--- config.mk ---
export PLATFORM = sky130hd
export DESIGN_NAME = hazard_ctrl
export DESIGN_NICKNAME = d
export VERILOG_FILES = /design/src/rtl/hazard_ctrl_pkg.sv /design/src/rtl/hazard_ctrl_fwd_select.sv /design/src/rtl/hazard_ctrl.sv
export SDC_FILE = /design/constraint.sdc
export NUM_CORES = 1
export LEC_CHECK = 0
export CAP_MARGIN = 0
export CORE_UTILIZATION = 38
export CTS_BUF_LIST = sky130_fd_sc_hd__clkbuf_2
export CTS_CLUSTER_DIAMETER = 30
export CTS_CLUSTER_SIZE = 40
export DETAILED_ROUTE_END_ITERATION = 16
export GPL_ROUTABILITY_DRIVEN = 0
export HOLD_SLACK_MARGIN = 0.02
export PLACE_DENSITY_LB_ADDON = 0.08
export SYNTH_ARGS = -nofsm -noshare
export SYNTH_HDL_FRONTEND = slang
export SYNTH_SLANG_ARGS = --single-unit
--- constraint.sdc ---
create_clock -name clk -period 4.11 [get_ports clk]
set_input_delay 0.822 -clock clk [delete_from_list [all_inputs] [get_ports clk]]
set_output_delay 0.822 -clock clk [all_outputs]
set_load 0.005 [all_outputs]
--- src/rtl/hazard_ctrl_pkg.sv ---
// Shared definitions for the pipeline hazard controller: FSM states,
// forwarding select encodings and parameter defaults.
package hazard_ctrl_pkg;

    localparam int REG_AW_DEF      = 3;
    localparam int FLUSH_DEPTH_DEF = 2;
    localparam int DRAIN_DEPTH_DEF = 3;
    localparam int CNT_W_DEF       = 16;
    localparam int R0_ZERO_DEF     = 1;

    // Flush/drain counter only ever holds depth-1, and depths are capped at 7.
    localparam int DCNT_W = 3;

    typedef enum logic [1:0] {
        ST_RUN    = 2'd0,
        ST_FLUSH  = 2'd1,
        ST_DRAIN  = 2'd2,
        ST_HALTED = 2'd3
    } state_e;

    typedef logic [1:0] fwd_sel_t;

    localparam fwd_sel_t FWD_RF  = 2'b00;
    localparam fwd_sel_t FWD_EX  = 2'b01;
    localparam fwd_sel_t FWD_MEM = 2'b10;

endpackage

--- src/rtl/hazard_ctrl_fwd_select.sv ---
// One source-operand compare: picks the forwarding path and flags a
// load-use collision against the load sitting in EX.
module fwd_select
    import hazard_ctrl_pkg::*;
#(
    parameter int REG_AW  = REG_AW_DEF,
    parameter int R0_ZERO = R0_ZERO_DEF
) (
    input  logic [REG_AW-1:0] src,
    input  logic              src_used,
    input  logic [REG_AW-1:0] ex_rd,
    input  logic              ex_reg_write,
    input  logic              ex_mem_read,
    input  logic [REG_AW-1:0] mem_rd,
    input  logic              mem_reg_write,
    output fwd_sel_t          sel,
    output logic              load_hit
);

    logic src_live;
    logic ex_match;
    logic mem_match;

    // r0 is hardwired, so a read of it never needs a bypass or a stall.
    assign src_live  = src_used && !((R0_ZERO != 0) && (src == '0));
    assign ex_match  = src_live && ex_reg_write && (ex_rd == src);
    assign mem_match = src_live && mem_reg_write && (mem_rd == src);

    always_comb begin
        sel = FWD_RF;
        if (ex_match && !ex_mem_read) begin
            sel = FWD_EX;
        end else if (mem_match) begin
            sel = FWD_MEM;
        end
    end

    assign load_hit = ex_match && ex_mem_read;

endmodule

--- src/rtl/hazard_ctrl.sv ---
// Pipeline hazard controller: operand forwarding, load-use stall,
// redirect flush, halt drain and saturating stall/flush statistics.
module hazard_ctrl
    import hazard_ctrl_pkg::*;
#(
    parameter int REG_AW      = REG_AW_DEF,
    parameter int FLUSH_DEPTH = FLUSH_DEPTH_DEF,
    parameter int DRAIN_DEPTH = DRAIN_DEPTH_DEF,
    parameter int CNT_W       = CNT_W_DEF,
    parameter int R0_ZERO     = R0_ZERO_DEF
) (
    input  logic              clk,
    input  logic              rst,
    input  logic [REG_AW-1:0] id_rs1,
    input  logic [REG_AW-1:0] id_rs2,
    input  logic              id_rs2_used,
    input  logic              id_halt,
    input  logic [REG_AW-1:0] ex_rd,
    input  logic              ex_reg_write,
    input  logic              ex_mem_read,
    input  logic [REG_AW-1:0] mem_rd,
    input  logic              mem_reg_write,
    input  logic              redirect,
    output logic [1:0]        fwd_a,
    output logic [1:0]        fwd_b,
    output logic              stall_pc,
    output logic              stall_ifid,
    output logic              flush_ifid,
    output logic              flush_idex,
    output logic              halted,
    output logic [CNT_W-1:0]  stall_cnt,
    output logic [CNT_W-1:0]  flush_cnt
);

    localparam logic [DCNT_W-1:0] FLUSH_LOAD = DCNT_W'(FLUSH_DEPTH - 1);
    localparam logic [DCNT_W-1:0] DRAIN_LOAD = DCNT_W'(DRAIN_DEPTH - 1);
    localparam state_e REDIR_ST = (FLUSH_DEPTH == 1) ? ST_RUN : ST_FLUSH;
    localparam state_e HALT_ST  = (DRAIN_DEPTH == 1) ? ST_HALTED : ST_DRAIN;

    logic [1:0][REG_AW-1:0] src;
    logic [1:0]             src_used;
    fwd_sel_t [1:0]         sel;
    logic [1:0]             load_hit;
    logic                   load_use;

    state_e            st, st_nxt;
    logic [DCNT_W-1:0] cnt, cnt_nxt;
    logic              stall_inc, flush_inc;

    // Lane 0 is operand a (always read), lane 1 is operand b.
    assign src      = {id_rs2, id_rs1};
    assign src_used = {id_rs2_used, 1'b1};

    for (genvar i = 0; i < 2; i++) begin : g_fwd
        fwd_select #(
            .REG_AW  (REG_AW),
            .R0_ZERO (R0_ZERO)
        ) u_fwd (
            .src           (src[i]),
            .src_used      (src_used[i]),
            .ex_rd         (ex_rd),
            .ex_reg_write  (ex_reg_write),
            .ex_mem_read   (ex_mem_read),
            .mem_rd        (mem_rd),
            .mem_reg_write (mem_reg_write),
            .sel           (sel[i]),
            .load_hit      (load_hit[i])
        );
    end

    assign fwd_a    = sel[0];
    assign fwd_b    = sel[1];
    assign load_use = |load_hit;

    always_ff @(posedge clk or negedge rst) begin
        if (!rst) begin
            st        <= ST_RUN;
            cnt       <= '0;
            stall_cnt <= '0;
            flush_cnt <= '0;
        end else begin
            st  <= st_nxt;
            cnt <= cnt_nxt;
            if (stall_inc && (stall_cnt != '1)) stall_cnt <= stall_cnt + CNT_W'(1);
            if (flush_inc && (flush_cnt != '1)) flush_cnt <= flush_cnt + CNT_W'(1);
        end
    end

    // Control outputs are gated by rst so they drop the instant reset asserts.
    always_comb begin
        st_nxt     = st;
        cnt_nxt    = cnt;
        stall_pc   = 1'b0;
        stall_ifid = 1'b0;
        flush_ifid = 1'b0;
        flush_idex = 1'b0;
        halted     = 1'b0;
        stall_inc  = 1'b0;
        flush_inc  = 1'b0;
        if (!rst) begin
            st_nxt  = ST_RUN;
            cnt_nxt = '0;
        end else if ((st != ST_HALTED) && redirect) begin
            // A redirect out of DRAIN means the halt was on the wrong path.
            flush_ifid = 1'b1;
            flush_idex = 1'b1;
            flush_inc  = (st != ST_DRAIN);
            cnt_nxt    = FLUSH_LOAD;
            st_nxt     = REDIR_ST;
        end else begin
            case (st)
                ST_RUN: begin
                    if (load_use) begin
                        stall_pc   = 1'b1;
                        stall_ifid = 1'b1;
                        flush_idex = 1'b1;
                        stall_inc  = 1'b1;
                    end else if (id_halt) begin
                        stall_pc   = 1'b1;
                        flush_ifid = 1'b1;
                        cnt_nxt    = DRAIN_LOAD;
                        st_nxt     = HALT_ST;
                    end
                end
                ST_FLUSH: begin
                    flush_ifid = 1'b1;
                    flush_idex = 1'b1;
                    flush_inc  = 1'b1;
                    cnt_nxt    = (cnt == '0) ? '0 : cnt - DCNT_W'(1);
                    if (cnt <= DCNT_W'(1)) st_nxt = ST_RUN;
                end
                ST_DRAIN: begin
                    stall_pc   = 1'b1;
                    flush_ifid = 1'b1;
                    cnt_nxt    = (cnt == '0) ? '0 : cnt - DCNT_W'(1);
                    if (cnt <= DCNT_W'(1)) st_nxt = ST_HALTED;
                end
                ST_HALTED: begin
                    stall_pc = 1'b1;
                    halted   = 1'b1;
                end
                default: st_nxt = ST_RUN;
            endcase
        end
    end

endmodule
run_1/clocks.png
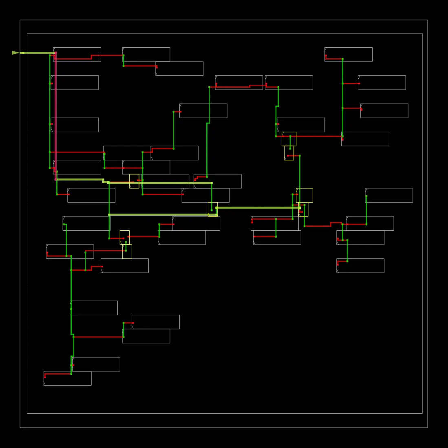
flip-flops: 37
clkbuf count: 5
clock network power: 0.173 mW
Num CTS Buffers: 5
Sink Count: 37

run_1/placement_by_type.png
Bar = 20 um.
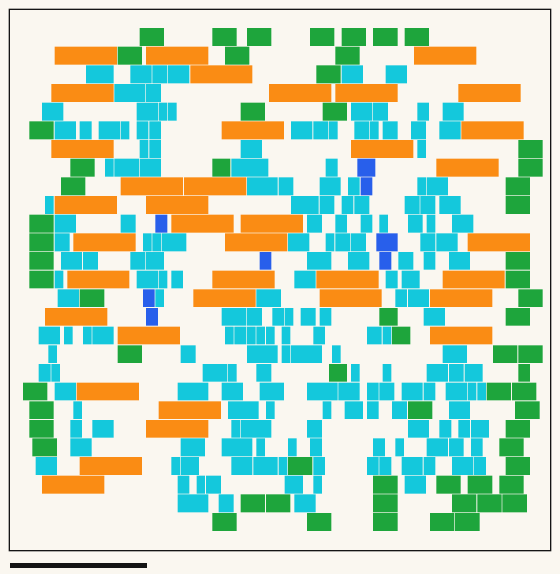
[blue] clock drivers and dummy loads | cells: 8 | share of their area: 1.6%
[orange] sequential cells | cells: 37 | share of their area: 32%
[cyan] combinational and other logic | cells: 193 | share of their area: 45%
[green] remaining buffers and delay cells | cells: 64 | share of their area: 22%
Post-Layout Inst Area: 2980 um^2
Core Util, Final: 53.2%
placeable core area: 5610 um^2
sequential share of cell area: 31.0%
Row Count: 27

run_1/clk_routes.png
Bar = 20 um.
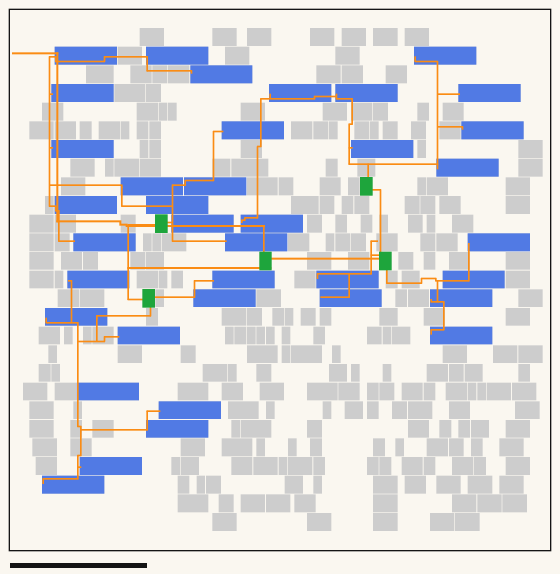
[blue] flip-flops | count: 37
[orange] clock wires | length: 480 um
[green] clock drivers | count: 5
routed clock nets: 6
Insertion Delay late pin: 0.38 ns
skew final: 0.0162 ns
clock power share: 18.7%

==> job_summary.md, run 1 <==
## Implementation flow summary

| Metric | Value |
|---|---|
| M3 GR Usage | `4.60%` |
| Status | `complete, no violations` |
| Crit end category | `primary output` |
| Sw frac | `33.7%` |
| Max Cap Violations | `0` |
| Antenna-violating nets left | `0` |
| Comb area | `around 1300 um^2` |
| Post-CTS Resized | `0` |
| Placed instance area | `2940 um^2` |
| Worst vdd ir | `approximately 0.23 mV` |
| Cell Chain, Critical Path | `clkdlybuf4s50_1 -> or2_0 -> a21oi_1 -> nor2_1 -> o21ai_2 -> a311oi_1 -> nor3b_1 -> clkdlybuf4s50_1` |
| Finished Layout Cells | `approximately 370` |
| Top area contributor share | `41.4%` |
| Vias in the first global route | `1809` |
| Total power draw | `0.926 mW` |
| Main logic family | `simple AND/OR/NAND/NOR gates` |
| Final global-route overflow total | `0` |
| Largest class | `multi-input combinational cells` |
| Antenna cell count | `0` |
| Gate power share | `between 30% and 40%` |
| Die Wd | `78.8 um` |
| Filler Cells Inserted | `571` |
==> run 2: changes to the inputs <==
- CTS_BUF_LIST: sky130_fd_sc_hd__clkbuf_2 -> default
run_2/clocks.png
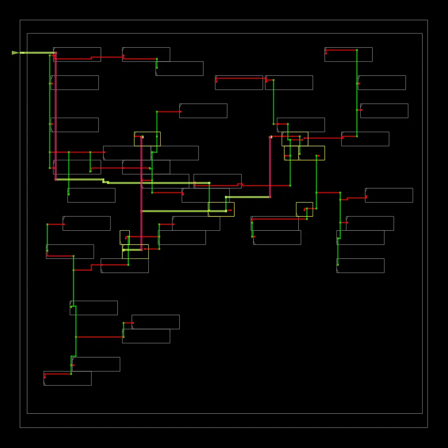
clock network power: 0.260 mW
Insertion Delay late pin: 0.29 ns
skew final: 0.00630 ns

run_2/placement_by_type.png
Bar = 20 um.
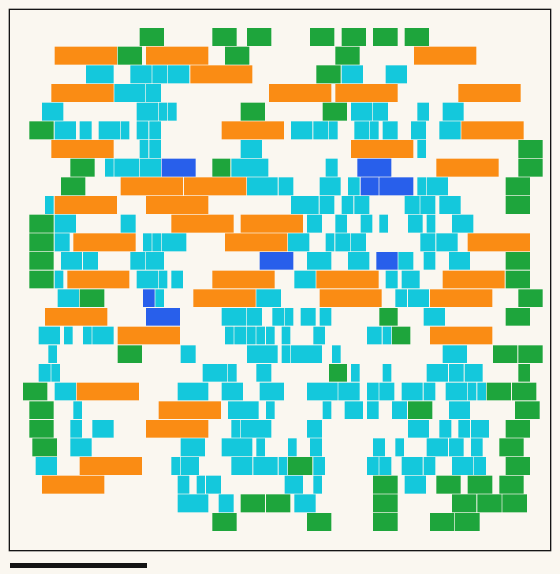
Post-Layout Inst Area: 3030 um^2
sequential share of cell area: 30.6%
Core Util, Final: 54.0%

==> job_summary.md, run 2 <==
## Implementation flow summary

| Metric | Value |
|---|---|
| Non-clock buffering overhead | `20.7%` |
| Gate power share | `28.7% (-2.7 points)` |
| Main logic family | `simple AND/OR/NAND/NOR gates` |
| Die Wd | `78.8 um (unchanged)` |
| WL met3 | `206 um` |
| Comb area | `1250 um^2 (unchanged)` |
| Top area contributor share | `41.4% (unchanged)` |
| Antenna cell count | `0 (unchanged)` |
| Status | `complete, no violations` |
| Largest class | `multi-input combinational cells` |
| Placeable core area | `5610 um^2 (unchanged)` |
| Finished Layout Cells | `374 (unchanged)` |
| Clkbuf count | `5 (unchanged)` |
| Row Count | `27 (unchanged)` |
| Critical path origin | `id_rs1[0]` |
| RSZ-0062 raised after global routing | `false` |
| Crit end category | `primary output` |
| Worst vdd ir | `0.231 mV (+0.16%)` |
| Reg-to-reg setup timing slack | `1.65 ns` |
| M3 GR Usage | `3.91% (-0.69 points)` |
| Sink Count | `37 (unchanged)` |
| Antenna-violating nets left | `0 (unchanged)` |
| Post-CTS Resized | `0 (unchanged)` |
| Sw frac | `31.7% (-2.0 points)` |
| Flip-flops | `37 (unchanged)` |
| Worst slack, placed | `0.326 ns` |
| Total power draw | `1.01 mW (+9.3%)` |
| Vias in the first global route | `1812 (+0.17%)` |
| Num CTS Buffers | `5 (unchanged)` |
| Max Cap Violations | `0 (unchanged)` |
| Cell Chain, Critical Path | `clkdlybuf4s50_1 -> or2_0 -> a21oi_1 -> nor2_1 -> o21ai_2 -> a311oi_1 -> nor3b_1 -> clkdlybuf4s50_1` |
| Filler Cells Inserted | `562 (-1.6%)` |
| Placed instance area | `2940 um^2 (unchanged)` |
| Clock Tree Root | `clkbuf_8` |
run_2/clk_routes.png
Bar = 20 um.
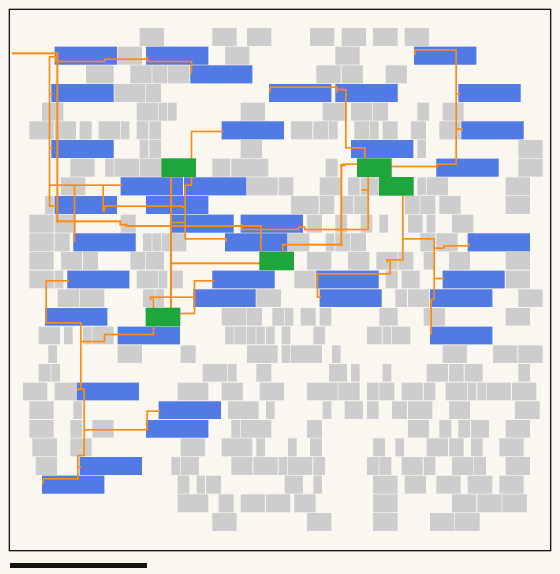
clock power share: 25.7%

==> run 3: changes to the inputs <==
- ABC_CLOCK_PERIOD_IN_PS: default -> 4110
run_3/wires.png
Only two layers are drawn.
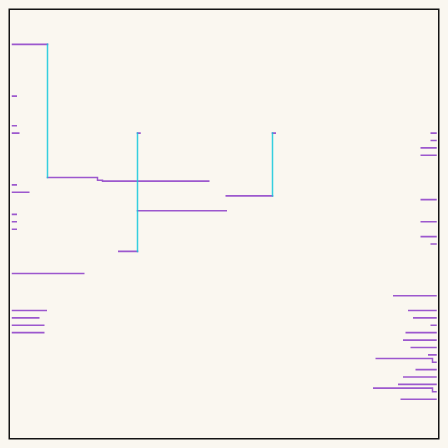
[purple] metal 3 | wire length: 207 um
[cyan] metal 4 | wire length: 57.8 um

run_3/placement_by_type.png
Bar = 20 um.
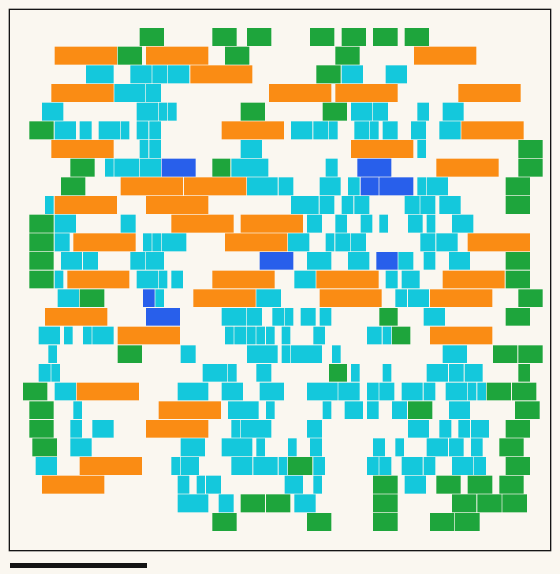
[green] remaining buffers and delay cells | cells: 64 | share of their area: 21%
[cyan] combinational and other logic | cells: 193 | share of their area: 44%
[blue] clock drivers and dummy loads | cells: 8 | share of their area: 3.1%
[orange] sequential cells | cells: 37 | share of their area: 32%

==> job_summary.md, run 3 <==
## Implementation flow summary

| Metric | Value |
|---|---|
| Row Count | `27 (unchanged)` |
| Multi-In Gates | `about 180` |
| Flip-flops | `37 (unchanged)` |
| Num CTS Buffers | `5 (unchanged)` |
| Post-Synthesis Cells | `around 230` |
| Top area contributor share | `41.4% (unchanged)` |
| Worst r2r path cells | `7` |
| Vias in the first global route | `1812 (unchanged)` |
| Crit end category | `primary output` |
| Worst-Margin Slew | `~0.60 ns` |
| Post-CTS Resized | `0 (unchanged)` |
| Core Util, Final | `54.0% (unchanged)` |
| Cell Chain, Critical Path | `clkdlybuf4s50_1 -> or2_0 -> a21oi_1 -> nor2_1 -> o21ai_2 -> a311oi_1 -> nor3b_1 -> clkdlybuf4s50_1` |
| Non-clock buffering overhead | `20.7% (unchanged)` |
| Placeable core area | `5610 um^2 (unchanged)` |
| Comb area | `1250 um^2 (unchanged)` |
| Antenna-violating nets left | `0 (unchanged)` |
| Total power draw | `1.01 mW (unchanged)` |
| Largest class | `multi-input combinational cells` |
| Max Cap Violations | `0 (unchanged)` |
| Critical path origin | `id_rs1[0]` |
| Flip-flop and latch power | `0.461 mW` |
| Worst slack, placed | `0.326 ns (unchanged)` |
| Antenna cell count | `0 (unchanged)` |
| RSZ-0062 raised after global routing | `false` |
| Clock Tree Root | `clkbuf_8` |
| Sink Count | `37 (unchanged)` |
| Skew final | `0.00630 ns (unchanged)` |
| Clock power share | `25.7% (about the same)` |
| Met2 GRT Util | `between 20% and 30%` |
| Mean post-synth cell area | `9.57 um^2` |
| Placed instance area | `2940 um^2 (unchanged)` |
| Clkbuf count | `5 (unchanged)` |
| Status | `complete, no violations` |
| Main logic family | `simple AND/OR/NAND/NOR gates` |
| M3 GR Usage | `3.91% (unchanged)` |
| Top sig layer | `met4` |
| Finished Layout Cells | `374 (unchanged)` |
| Reg-to-reg setup timing slack | `1.65 ns (about the same)` |
| Sw frac | `31.7% (unchanged)` |
| Largest power group | `sequential cells` |
| WL met3 | `206 um (unchanged)` |
| Clock network power | `0.260 mW (about the same)` |
| WP data arrival | `2.96 ns` |
| Sequential share of cell area | `30.6% (unchanged)` |
| Clk buf depth | `2` |
| Insertion Delay late pin | `0.29 ns (about the same)` |
| Gate power share | `28.7% (about the same)` |
| Filler Cells Inserted | `562 (unchanged)` |
run_3/power_grid.png
Pins as bars on the die edge.
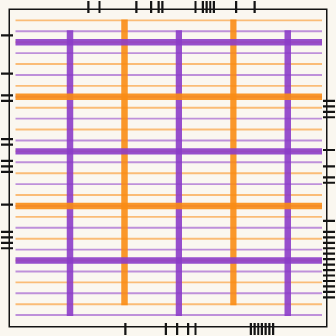
[purple] VSS
[orange] VDD
met1 rails: 28
met4 straps: 5
met5 straps: 5
rows: 27
Die Wd: 78.8 um
worst vdd ir: 0.231 mV

Power and IR drop assume default switching activity.
